Fig. 1: clock network drawn from the DEF
(8 px per um)
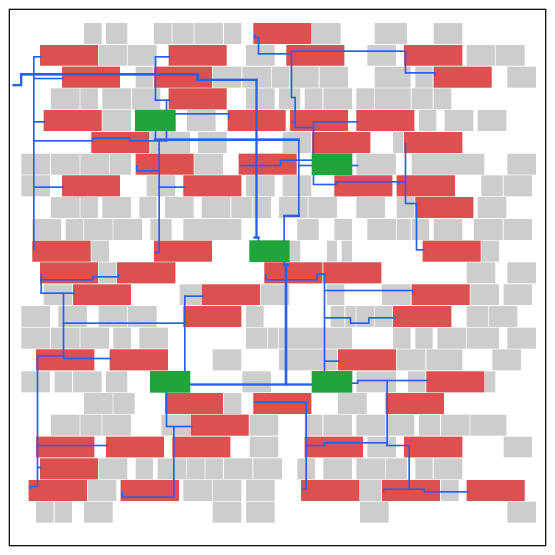
Fig. 2: power grid
(8 px per um) Pins as bars on the die edge.
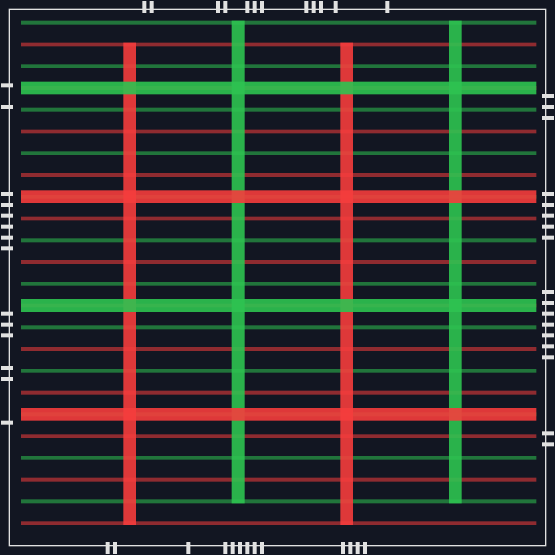
Fig. 3: cell density map
(4 px per um) The die is cut into 7 by 7 equal tiles; white is low, dark blue is high, 0 to 100% covered.
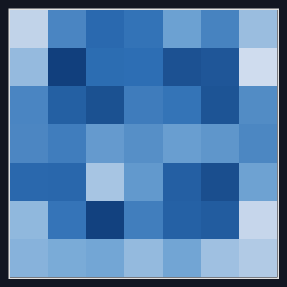
Fig. 4: track usage over the die
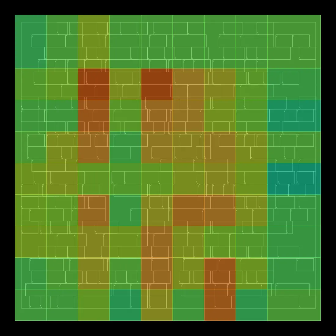
**src/rtl/demux_l1_pkg.sv**
```systemverilog
// rtl/demux_l1_pkg.sv - shared constants and types for the layer-1 receive demux
package demux_l1_pkg;

  localparam int   DATA_WIDTH_DEF = 8;
  localparam int   VALID_HOLD_DEF = 2;
  localparam logic RESET_ACTIVE   = 1'b0;
  localparam int   NUM_LANES      = 2;

  // Lane phase: which half of the interleaved pair the next valid word is.
  typedef enum logic {
    SEL_EVEN = 1'b0,
    SEL_ODD  = 1'b1
  } sel_e;

  // Width needed to hold the count VALID_HOLD (never narrower than one bit).
  function automatic int hold_width(input int hold);
    return (hold < 1) ? 1 : $clog2(hold + 1);
  endfunction

endpackage

```
**src/rtl/demux_1x2.sv**
```systemverilog
// rtl/demux_1x2.sv - one lane: splits an alternating word stream into an even/odd pair
// Optional DEMUXL1_IDLE_ZERO_EN clears the pair when its valid window expires.
module demux_1x2
  import demux_l1_pkg::*;
#(
  parameter int DATA_WIDTH = DATA_WIDTH_DEF,
  parameter int VALID_HOLD = VALID_HOLD_DEF
) (
  input  logic                  i_clk,
  input  logic                  i_reset_n,
  input  logic [DATA_WIDTH-1:0] i_data,
  input  logic                  i_valid,
  output logic [DATA_WIDTH-1:0] o_even,
  output logic [DATA_WIDTH-1:0] o_odd,
  output logic                  o_valid
);

  localparam int              HCW       = hold_width(VALID_HOLD);
  localparam logic [HCW-1:0]  HOLD_LOAD = HCW'(VALID_HOLD);
  localparam logic [HCW-1:0]  HOLD_ONE  = HCW'(1);

  sel_e                  r_sel;
  sel_e                  w_sel_nxt;
  logic                  w_stage_load;
  logic                  w_pair_done;
  logic [DATA_WIDTH-1:0] r_stage;
  logic [DATA_WIDTH-1:0] r_even;
  logic [DATA_WIDTH-1:0] r_odd;
  logic [HCW-1:0]        r_hold;

  always_ff @(posedge i_clk) begin
    if (i_reset_n == RESET_ACTIVE) begin
      r_sel <= SEL_EVEN;
    end else begin
      r_sel <= w_sel_nxt;
    end
  end

  // Idle cycles leave the phase alone, so a half pair waits for its partner.
  always_comb begin
    w_sel_nxt    = r_sel;
    w_stage_load = 1'b0;
    w_pair_done  = 1'b0;
    case (r_sel)
      SEL_EVEN: begin
        if (i_valid) begin
          w_stage_load = 1'b1;
          w_sel_nxt    = SEL_ODD;
        end
      end
      SEL_ODD: begin
        if (i_valid) begin
          w_pair_done = 1'b1;
          w_sel_nxt   = SEL_EVEN;
        end
      end
    endcase
  end

  always_ff @(posedge i_clk) begin
    if (i_reset_n == RESET_ACTIVE) begin
      r_stage <= '0;
      r_even  <= '0;
      r_odd   <= '0;
      r_hold  <= '0;
    end else begin
      if (w_stage_load) begin
        r_stage <= i_data;
      end
      if (w_pair_done) begin
        r_even <= r_stage;
        r_odd  <= i_data;
        r_hold <= HOLD_LOAD;
      end else if (r_hold != '0) begin
        r_hold <= r_hold - HOLD_ONE;
`ifdef DEMUXL1_IDLE_ZERO_EN
        if (r_hold == HOLD_ONE) begin
          r_even <= '0;
          r_odd  <= '0;
        end
`endif
      end
    end
  end

  assign o_even  = r_even;
  assign o_odd   = r_odd;
  assign o_valid = (r_hold != '0);

endmodule

```
**src/rtl/demux_l1.sv**
```systemverilog
// rtl/demux_l1.sv - two-lane layer-1 receive demux (four outputs), clk_2f domain
// Optional DEMUXL1_IDLE_ZERO_EN: zero each lane's outputs when its valid drops.
module demux_l1
  import demux_l1_pkg::*;
#(
  parameter int DATA_WIDTH = DATA_WIDTH_DEF,
  parameter int VALID_HOLD = VALID_HOLD_DEF
) (
  input  logic                  clk_2f,
  input  logic                  reset,
  input  logic [DATA_WIDTH-1:0] Entrada0,
  input  logic [DATA_WIDTH-1:0] Entrada1,
  input  logic                  validEntrada0,
  input  logic                  validEntrada1,
  output logic [DATA_WIDTH-1:0] Salida0,
  output logic [DATA_WIDTH-1:0] Salida1,
  output logic [DATA_WIDTH-1:0] Salida2,
  output logic [DATA_WIDTH-1:0] Salida3,
  output logic                  validSalida0,
  output logic                  validSalida1,
  output logic                  validSalida2,
  output logic                  validSalida3
);

  logic [DATA_WIDTH-1:0] w_din  [NUM_LANES];
  logic                  w_vin  [NUM_LANES];
  logic [DATA_WIDTH-1:0] w_even [NUM_LANES];
  logic [DATA_WIDTH-1:0] w_odd  [NUM_LANES];
  logic                  w_vout [NUM_LANES];

  assign w_din[0] = Entrada0;
  assign w_din[1] = Entrada1;
  assign w_vin[0] = validEntrada0;
  assign w_vin[1] = validEntrada1;

  // Lanes share nothing but clock and reset; any inter-lane skew passes through.
  for (genvar g = 0; g < NUM_LANES; g++) begin : g_lane
    demux_1x2 #(
      .DATA_WIDTH (DATA_WIDTH),
      .VALID_HOLD (VALID_HOLD)
    ) u_lane (
      .i_clk     (clk_2f),
      .i_reset_n (reset),
      .i_data    (w_din[g]),
      .i_valid   (w_vin[g]),
      .o_even    (w_even[g]),
      .o_odd     (w_odd[g]),
      .o_valid   (w_vout[g])
    );
  end

  assign Salida0      = w_even[0];
  assign Salida1      = w_odd[0];
  assign Salida2      = w_even[1];
  assign Salida3      = w_odd[1];
  assign validSalida0 = w_vout[0];
  assign validSalida1 = w_vout[0];
  assign validSalida2 = w_vout[1];
  assign validSalida3 = w_vout[1];

endmodule

```
**config.mk**
```make
export PLATFORM = sky130hd
export DESIGN_NAME = demux_l1
export DESIGN_NICKNAME = d
export VERILOG_FILES = /design/src/rtl/demux_l1_pkg.sv /design/src/rtl/demux_1x2.sv /design/src/rtl/demux_l1.sv
export SDC_FILE = /design/constraint.sdc
export NUM_CORES = 1
export LEC_CHECK = 0
export CORE_UTILIZATION = 51
export CTS_CLUSTER_SIZE = 12
export DETAILED_ROUTE_END_ITERATION = 8
export GPL_TIMING_DRIVEN = 0
export PLACE_DENSITY_LB_ADDON = 0.12
export SYNTH_ARGS = -nofsm -noshare
export SYNTH_HDL_FRONTEND = slang
export SYNTH_SLANG_ARGS = --single-unit
```
**constraint.sdc**
```tcl
create_clock -name clk_2f -period 3 [get_ports clk_2f]
set_clock_uncertainty 0.2 [all_clocks]
set_input_delay 0.3 -clock clk_2f [delete_from_list [all_inputs] [get_ports clk_2f]]
set_output_delay 0.3 -clock clk_2f [all_outputs]
set_load 0.05 [all_outputs]
```
==> reports/results.ini <==
[run_status]
status=finished clean

[global_route]
grt_pass1_vias=1349
grt_pass1_wl_mm=6.272

[route]
highest_layer=met4

[final_timing]
fin_setup_tns_ps=0

[synthesis]
syn_area_mm2=0.002146
synth-edff-count=0
synth.distinct_cells=13
yosysWarnings=0
area_leaders=dfxtp_1, mux2i_1, nor2b_1

[final_layout]
logic_area_um2=945.9
logic_gates=110
final-seq-area_mm2=0.001081
inv_count=2
fin_cells=292

[placement]
io_buffers=55

[run]
drv_cap=0

[setup_path]
worstSetupStartpointType=flop
r2r_slack_ps=1570
critPathMaxStageDelay_ps=680

[floorplanning]
io_pins=56

[power]
p_per_area_mw_per_mm2=515.5
powerComb_uw=259
power_switching_uw=371.0

[clock_tree]
numCtsBuffers=5
cts.sinks=54

Notes on Fig. 1 above:
- clock wires: blue (length 555 um)
- flip-flops: red (count 54)
- clock drivers: green (count 5)
- routed clock nets: 6
Clk. pwr: 453 uW
clock share of power: 30.6%
Skew-Pair Late Insertion Delay: 300 ps

Notes on Fig. 2 above:
- VSS: red
- VDD: green
- met1 rails: 24
- met4 straps: 4
- met5 straps: 4
- signal pins: 56
Core ar.: 0.004029 mm2
die width: 66.87 um
Die H: 66.87 um
Max VDD drop: 0.3511 mV

Notes on Fig. 3 above:
- tiles over 75% full: 33%
- emptiest ninth of the die: lower right
- fullest tile: 94%
- mean over tiles: 63%
Final Core Density: 71.21%
Init Core Util: 53.26%

Notes on Fig. 4 above:
busiest grt layer: met2
met2 GRT Util: 31.44%
met1 global-route usage: 23.94%

No activity file was given, so power comes from the tool's default toggle rates.
